### src/rtl/hazard_pkg.sv
// Shared types and encodings for the pipeline hazard controller.
package hazard_pkg;

  // Multi-cycle (mul/div) sequencer states.
  typedef enum logic [1:0] {
    RUN  = 2'd0,
    BUSY = 2'd1,
    DONE = 2'd2
  } state_t;

  // Operand source select driven to the ID/EX operand muxes.
  localparam logic [1:0] FWD_REG = 2'b00;  // register file
  localparam logic [1:0] FWD_MEM = 2'b01;  // EX/MEM result
  localparam logic [1:0] FWD_EX  = 2'b10;  // ALU result in EX
  localparam logic [1:0] FWD_WB  = 2'b11;  // MEM/WB result

endpackage

### src/rtl/hz_fwd_sel.sv
// Forwarding source selection for one decode-stage operand.
// The youngest producer wins (EX > MEM > WB). A load still in EX has no
// data yet, so it is skipped here and the load-use stall covers the gap.
module hz_fwd_sel
  import hazard_pkg::*;
#(
  parameter int REG_AW = 5
) (
  input  logic [REG_AW-1:0] src,
  input  logic              use_src,
  input  logic [REG_AW-1:0] e_rd,
  input  logic              e_wreg,
  input  logic              e_load,
  input  logic [REG_AW-1:0] m_rd,
  input  logic              m_wreg,
  input  logic [REG_AW-1:0] w_rd,
  input  logic              w_wreg,
  output logic [1:0]        fwd,
  output logic              e_match
);

  logic live;
  logic m_match;
  logic w_match;

  // An operand is a forwarding candidate only if it is really read and is
  // not the hard-wired zero register.
  assign live    = use_src && (src != '0);
  assign e_match = live && e_wreg && (src == e_rd);
  assign m_match = live && m_wreg && (src == m_rd);
  assign w_match = live && w_wreg && (src == w_rd);

  // Priority select of the operand source.
  always_comb begin
    // NOTE: assigning a default first keeps every path driven, so no latch
    // is inferred when none of the branches below is taken.
    fwd = FWD_REG;
    if (e_match && !e_load) begin
      fwd = FWD_EX;
    end else if (m_match) begin
      fwd = FWD_MEM;
    end else if (w_match) begin
      fwd = FWD_WB;
    end
  end

endmodule

### src/rtl/hazard_ctrl.sv
// Pipeline hazard controller: operand forwarding, load-use stall,
// multi-cycle (mul/div) stall sequencing, branch flush and a saturating
// stall-cycle performance counter.
module hazard_ctrl
  import hazard_pkg::*;
#(
  parameter int REG_AW  = 5,
  parameter int MDU_LAT = 4,
  parameter int CNT_W   = 16
) (
  input  logic              Clk,
  input  logic              Rst,
  input  logic [REG_AW-1:0] D_Rs,
  input  logic [REG_AW-1:0] D_Rt,
  input  logic              D_UseRs,
  input  logic              D_UseRt,
  input  logic [REG_AW-1:0] E_Rd,
  input  logic [REG_AW-1:0] M_Rd,
  input  logic [REG_AW-1:0] W_Rd,
  input  logic              E_Wreg,
  input  logic              M_Wreg,
  input  logic              W_Wreg,
  input  logic              E_Load,
  input  logic              E_Mdu,
  input  logic              M_Taken,
  output logic [1:0]        FwdA,
  output logic [1:0]        FwdB,
  output logic              Stall,
  output logic              Flush_D,
  output logic              Flush_E,
  output logic              MduDone,
  output logic [CNT_W-1:0]  StallCnt
);

  // Down-counter just wide enough to hold MDU_LAT-1.
  localparam int MDU_CW = (MDU_LAT > 1) ? $clog2(MDU_LAT) : 1;

  state_t            state;
  state_t            state_nxt;
  logic [MDU_CW-1:0] cnt;
  logic [MDU_CW-1:0] cnt_nxt;
  logic              fsm_stall;
  logic              rs_e_match;
  logic              rt_e_match;
  logic              ld_use;

  hz_fwd_sel #(.REG_AW(REG_AW)) u_fwd_rs (
    .src     (D_Rs),
    .use_src (D_UseRs),
    .e_rd    (E_Rd),
    .e_wreg  (E_Wreg),
    .e_load  (E_Load),
    .m_rd    (M_Rd),
    .m_wreg  (M_Wreg),
    .w_rd    (W_Rd),
    .w_wreg  (W_Wreg),
    .fwd     (FwdA),
    .e_match (rs_e_match)
  );

  hz_fwd_sel #(.REG_AW(REG_AW)) u_fwd_rt (
    .src     (D_Rt),
    .use_src (D_UseRt),
    .e_rd    (E_Rd),
    .e_wreg  (E_Wreg),
    .e_load  (E_Load),
    .m_rd    (M_Rd),
    .m_wreg  (M_Wreg),
    .w_rd    (W_Rd),
    .w_wreg  (W_Wreg),
    .fwd     (FwdB),
    .e_match (rt_e_match)
  );

  // A load in EX feeding a decode operand must hold decode for one cycle;
  // the load then sits in MEM and normal forwarding takes over.
  assign ld_use = E_Load && E_Wreg && (E_Rd != '0) && (rs_e_match || rt_e_match);

  // Multi-cycle sequencer: the RUN acceptance cycle plus MDU_LAT-1 BUSY
  // cycles give exactly MDU_LAT stall cycles, then one DONE cycle. A taken
  // branch squashes the younger op in EX, so BUSY is abandoned silently.
  always_comb begin
    state_nxt = state;
    cnt_nxt   = cnt;
    fsm_stall = 1'b0;
    case (state)
      RUN: begin
        if (E_Mdu && !M_Taken) begin
          fsm_stall = 1'b1;
          cnt_nxt   = MDU_CW'(MDU_LAT - 1);
          state_nxt = BUSY;
        end
      end
      BUSY: begin
        if (M_Taken) begin
          cnt_nxt   = '0;
          state_nxt = RUN;
        end else begin
          fsm_stall = 1'b1;
          cnt_nxt   = cnt - MDU_CW'(1);
          if (cnt == MDU_CW'(1)) begin
            state_nxt = DONE;
          end
        end
      end
      DONE: begin
        state_nxt = RUN;
      end
      default: begin
        cnt_nxt   = '0;
        state_nxt = RUN;
      end
    endcase
  end

  // Pipeline control outputs; the branch squash overrides every stall, and
  // the sequencer's stall is masked while reset is held.
  assign Stall   = (ld_use || (fsm_stall && !Rst)) && !M_Taken;
  assign Flush_D = M_Taken;
  assign Flush_E = ld_use || M_Taken;
  assign MduDone = (state == DONE);

  // Sequencer state, down-counter and saturating stall counter.
  always_ff @(posedge Clk) begin
    // NOTE: non-blocking assignments so every register samples the values
    // from before this edge, independent of statement order.
    if (Rst) begin
      state    <= RUN;
      cnt      <= '0;
      StallCnt <= '0;
    end else begin
      state <= state_nxt;
      cnt   <= cnt_nxt;
      if (Stall && (StallCnt != {CNT_W{1'b1}})) begin
        StallCnt <= StallCnt + CNT_W'(1);
      end
    end
  end

endmodule

### config.mk
export PLATFORM = sky130hd
export DESIGN_NAME = hazard_ctrl
export DESIGN_NICKNAME = d
export VERILOG_FILES = /design/src/rtl/hazard_pkg.sv /design/src/rtl/hz_fwd_sel.sv /design/src/rtl/hazard_ctrl.sv
export SDC_FILE = /design/constraint.sdc
export NUM_CORES = 1
export LEC_CHECK = 0
export ABC_CLOCK_PERIOD_IN_PS = 5000
export CAP_MARGIN = 25
export CELL_PAD_IN_SITES_DETAIL_PLACEMENT = 1
export CELL_PAD_IN_SITES_GLOBAL_PLACEMENT = 2
export CORE_MARGIN = 8
export CORE_UTILIZATION = 26
export DETAILED_ROUTE_END_ITERATION = 7
export PLACE_DENSITY = 0.9
export SYNTH_ARGS = -nofsm -noshare
export SYNTH_HDL_FRONTEND = slang
export SYNTH_SLANG_ARGS = --single-unit
### constraint.sdc
create_clock -name Clk -period 5 [get_ports Clk]
set_clock_uncertainty 0.2 [all_clocks]
set_input_delay 0.75 -clock Clk [delete_from_list [all_inputs] [get_ports Clk]]
set_output_delay 0.75 -clock Clk [all_outputs]
set_load 0.02 [all_outputs]
==> CHANGELOG.md, run 1 <==
## Flow update

- Run status: completed
- DR WL/cell: 14.9 microns
- Flops after synth: 20
- Layout cells sized above 1: 6.28%
- Post-route setup TNS: 0 ns
- Cell total in the yosys stat output: 180
- Min-Delay Path Class: reg2reg
- CTS clk-pin slew, worst paths: 0.07 ns
- First drt pass iteration count: 2
- CTS H-Tree Depth: 1
- Most instantiated logic cell after routing: clkdlybuf4s50_1
- LEAKAGE: 0.788 nW
- Critical path's top delay family: buffers and inverters
- Leading area contributor after synthesis: dfxtp_1
- GPL Wtd Cong: 0.837
- Die W: 91.8 microns
- Syn_nets: 217
- YS chip area: 1490 sq um
- Largest class: multi-input combinational cells
- Starting DRT DRC Count: 39
- Detailed Route WL: 4640 microns
- Top cells by count: 27 x nor2_1, 27 x xor2_1, 20 x dfxtp_1
- Core footprint: 5540 sq um
- Final Max Tran Viols: 0
- FP Util: 27.0%
- Most instantiated logic cells after routing: 58 x clkdlybuf4s50_1, 27 x xor2_1, 27 x nor2_1
- Most used cell, CP: clkdlybuf4s50_1
- Vias post-DR: 1,518
- Crit path max fanout: 4
- EDFF count, synth: 0
- Resized cells post-CTS: 0
- Die Y-Extent: 91.8 microns
- Initial antenna violation count: 0
- Clock-cell share of area: 2.50%
- Startpoint types: input port
- Tapcell count: 72
- Number of global-route vias before repair: 1,667
- Buffer share of cell area: 26.7%
- First-pass GRT wire length: 7800 microns
- Slowest stage delay, CP: 0.66 ns
- Nets: 277
- Post-Synthesis Cells: 180
- DP Worst Slack: 0.828 ns
- Post-DP HPWL: 3900 microns
- Final critical-path setup slack: 0.829 ns
- Routed Antenna Nets: 0
- Number of non-clock buffers: 59
- CP bufs+invs: 2
- Logic Gate Count: 152
- Number of setup buffers added after CTS: 0
==> run 1: per-stage QoR <==
stage                     instances  hold slack [ns]
after floorplan                 180            0.212
after global placement          307            0.225
after detailed placement        307            0.234
after CTS                       311            0.246
after global routing            311            0.281
final                           311            0.241
==> run 1: sequential cells by signal (all words and copies together) (netlist names) <==
signal,flops
StallCnt,16
cnt,2
state,2
==> run 1: final timing paths <==
check	startpoint	end	slack [ns]	cells past startpoint
hold reg to reg	state[1]$_SDFFE_PP0P_	state[1]$_SDFFE_PP0P_	0.24	1
hold / removal	state[1]$_SDFFE_PP0P_	state[1]$_SDFFE_PP0P_	0.24	1
setup / recovery	D_Rs[3]	FwdA[0]	0.83	7
setup reg to reg	state[1]$_SDFFE_PP0P_	StallCnt[10]$_SDFFE_PP0P_	2.64	6
==> run 1: cell families (layout without fill, tap and decap cells) <==
| kind of cell | Yosys count | after routing | share of synthesized area, % |
|---|---|---|---|
| xor+xnor | 37 | 37 | 21.7 |
| buf+inv | 8 | 67 | 2.76 |
| mux | 6 | 6 | 4.44 |
| compound gates | 27 | 27 | 13.2 |
| simple gates | 80 | 80 | 29.5 |
| flops | 20 | 20 | 26.8 |
| fa+ha+maj | 2 | 2 | 1.67 |
==> run 1: where the power goes <==
group	leakage, nW	switching (mW)	internal, mW
registers	0.162	0.00202	0.161
clock network	0.0288	0.0537	0.0702
logic	0.598	0.0423	0.0472
total	0.788	0.0980	0.279
==> run 1: layer usage <==
| layer | part of all wire [%] | up-vias | GRT usage, % |
|---|---|---|---|
| met2 | 44 | 51 | 18.6 |
| li1 | - | 758 | - |
| met3 | 10 | 7 | 5.05 |
| met4 | 1.8 | 0 | 3.49 |
| met5 | 0 | - | 0 |
| met1 | 43 | 702 | 12.1 |
**Run 1: clock distribution**

(4 px per micron)
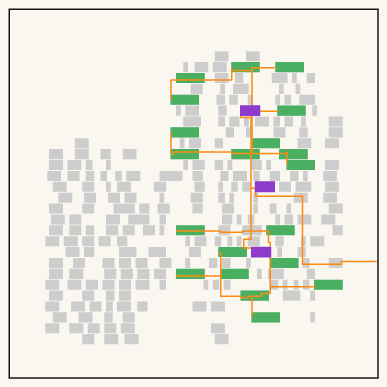
Key: purple = clock drivers [count 3]; orange = clock wires [length 291 microns]; green = flip-flops [count 20]
There are 4 routed clock nets.
Power Clock: 0.124 mW
Clk network pwr share: 32.9%
worst skew pair latency: 0.26 ns

**Run 1: cell classes on the final placement**

(4 px per micron) Fill, decap, tap and diode cells in grey.
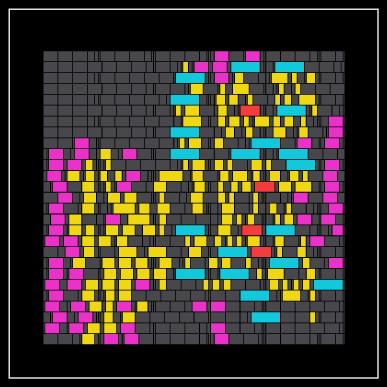
Key: yellow = combinational and other logic [cells 156]; cyan = sequential cells [cells 20]; magenta = remaining buffers and delay cells [cells 59]; red = clock drivers and dummy loads [cells 4]
fraction of area in registers: 18.2%
post-layout util: 39.7%

**Run 1: clock nets**

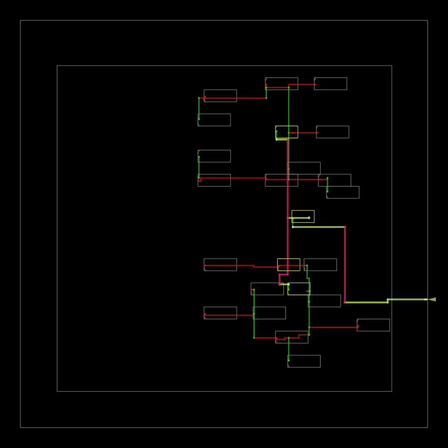
Num Clock Sinks: 20
total CTS buffers: 3
registers: 20

==> run 2, diff against run 1 <==
--- a/config.mk
+++ b/config.mk
@@ -5,14 +5,14 @@
 export SDC_FILE = /design/constraint.sdc
 export NUM_CORES = 1
 export LEC_CHECK = 0
-export ABC_CLOCK_PERIOD_IN_PS = 5000
+export ABC_CLOCK_PERIOD_IN_PS = 4100
 export CAP_MARGIN = 25
 export CELL_PAD_IN_SITES_DETAIL_PLACEMENT = 1
 export CELL_PAD_IN_SITES_GLOBAL_PLACEMENT = 2
 export CORE_MARGIN = 8
-export CORE_UTILIZATION = 26
+export CORE_UTILIZATION = 24
 export DETAILED_ROUTE_END_ITERATION = 7
-export PLACE_DENSITY = 0.9
+export PLACE_DENSITY = 0.85
 export SYNTH_ARGS = -nofsm -noshare
 export SYNTH_HDL_FRONTEND = slang
 export SYNTH_SLANG_ARGS = --single-unit
==> constraint.sdc (replaced) <==
create_clock -name Clk -period 4.1 [get_ports Clk]
set_clock_uncertainty 0.2 [all_clocks]
set_input_delay 0.615 -clock Clk [delete_from_list [all_inputs] [get_ports Clk]]
set_output_delay 0.615 -clock Clk [all_outputs]
set_load 0.02 [all_outputs]
**Run 2: cell classes on the final placement**

(4 px per micron) Fill, decap, tap and diode cells in grey.
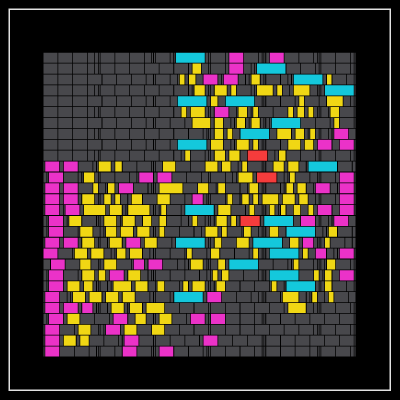
Key: magenta = remaining buffers and delay cells [cells 63]; cyan = sequential cells [cells 20]; red = clock drivers [cells 3]; yellow = combinational and other logic [cells 156]
Final Cell Area: 2220 sq um
core footprint: 5960 sq um
fraction of area in registers: 18.0%
# rows: 28
post-layout util: 37.3%

==> run 2 against run 1 <==
Flip-flop count did not move. Non-clock buffer count rose by 4. Setup slack got worse by 0.58 ns. Total power rose by 16%. Die area rose by 6.9%. Critical path depth did not move. Clock-buffer cell count fell by 1. Global-route usage fell by 0.13 points. Critical endpoint unchanged. Largest power group unchanged.
==> CHANGELOG.md, run 2 <==
## Flow update

- Grt met2 use: 19.3% (+0.69 points)
- Layout cells sized above 1: 7.44% (+1.2 points)
- Post-DP HPWL: 3970 microns (+1.7%)
- Cell total in the yosys stat output: 180 (unchanged)
- Net Switching: 0.116 mW (+18%)
- Vias post-DR: 1,535 (+1.1%)
- Routed Antenna Nets: 0 (unchanged)
- Most used routing layer: met2
- Die W: 94.9 microns (+3.4%)
- Most instantiated logic cells after routing: 58 x clkdlybuf4s50_1, 27 x xor2_1, 27 x nor2_1
- Logic Gate Count: 152 (unchanged)
- Flops after synth: 20 (unchanged)
- First-pass GRT wire length: 7980 microns (+2.2%)
- Hold slack: 0.257 ns (+0.0154 ns)
- EDFF count, synth: 0 (unchanged)
- Nets: 281 (+1.4%)
- Biggest registers after layout: StallCnt: 16 flops, cnt: 2 flops, state: 2 flops
- GPL Wtd Cong: 0.853 (+2.0%)
- Buffer share of cell area: 27.8% (+1.1 points)
- Clock-cell share of area: 1.86% (-0.64 points)
- Part of the power in combinational logic: 25.6% (+1.8 points)
- YS chip area: 1490 sq um (unchanged)
- Run status: completed
- Cell Int Power: 0.322 mW (+15%)
- Hold path depth: 1 (unchanged)
- CTS clk-pin slew, worst paths: 0.06 ns (about the same)
- Tapcell count: 75 (+4.2%)
- CTS H-Tree Depth: 1 (unchanged)
- Detailed Route WL: 4660 microns (+0.58%)
- DP Worst Slack: 0.260 ns (-0.568 ns)
- Number of global-route vias before repair: 1,697 (+1.8%)
- Final critical-path setup slack: 0.246 ns (-0.583 ns)
- Top cells by count: 27 x nor2_1, 27 x xor2_1, 20 x dfxtp_1
- Total CTS buffers: 3 (unchanged)
- Largest class: multi-input combinational cells
-- run 2: cell count changes in the layout (fill, tap and decap cells not counted), sizes merged --
cell	change
buf	+4
clkbuf	-1
-- run 2: kinds of logic after synthesis --
logic type / synth area share [%]
AND-OR/OR-AND: 13.2
XOR/XNOR: 21.7
flip-flops: 26.8
AND/OR/NAND/NOR: 29.5
buffers and inverters: 2.76
adder cells (fa/ha/maj): 1.67
multiplexers: 4.44
-- run 2: layer usage --
layer  part of all wire, %  up-vias  wire [microns]
met2                    46       50            2130
met3                    11        2             498
li1                      -      767               -
met4                  0.41        0              19
met1                    43      716            2020
met5                     0        -               0
-- run 2: final timing paths --
kind,from,to,slack (ns)
worst max-delay path,D_Rs[0],FwdA[0],0.25
worst min-delay path,state[1]$_SDFFE_PP0P_,state[1]$_SDFFE_PP0P_,0.26
worst max register to register,StallCnt[0]$_SDFFE_PP0P_,StallCnt[10]$_SDFFE_PP0P_,1.83
worst min register to register,state[1]$_SDFFE_PP0P_,state[1]$_SDFFE_PP0P_,0.26
-- run 2: power by group through the flow --
stage | sequential, mW | clock [mW] | combinational, mW
finish | 0.199 | 0.126 | 0.112
global route | 0.200 | 0.143 | 0.122
CTS | 0.199 | 0.132 | 0.113
detailed placement | 0.204 | 0 | 0.113
global placement | 0.204 | 0 | 0.111
floorplan | 0.204 | 0 | 0.0480
-- run 2: worst max-delay path: cells and delay by family --
family          cells  cell delay [ns]
compound gates      2             0.43
buf+inv             2             1.15
simple gates        3             0.85
-- run 2: stage by stage --
stage | std cells | cell area (sq um) | utilization, %
finish | 317 | 2220 | 37.3
global route | 317 | 2220 | 37.3
global placement | 314 | 2180 | 36.6
CTS | 317 | 2220 | 37.3
floorplan | 180 | 1490 | -
detailed placement | 314 | 2180 | 36.6
Power figures rest on the tool's default switching activity, not on a simulated workload.
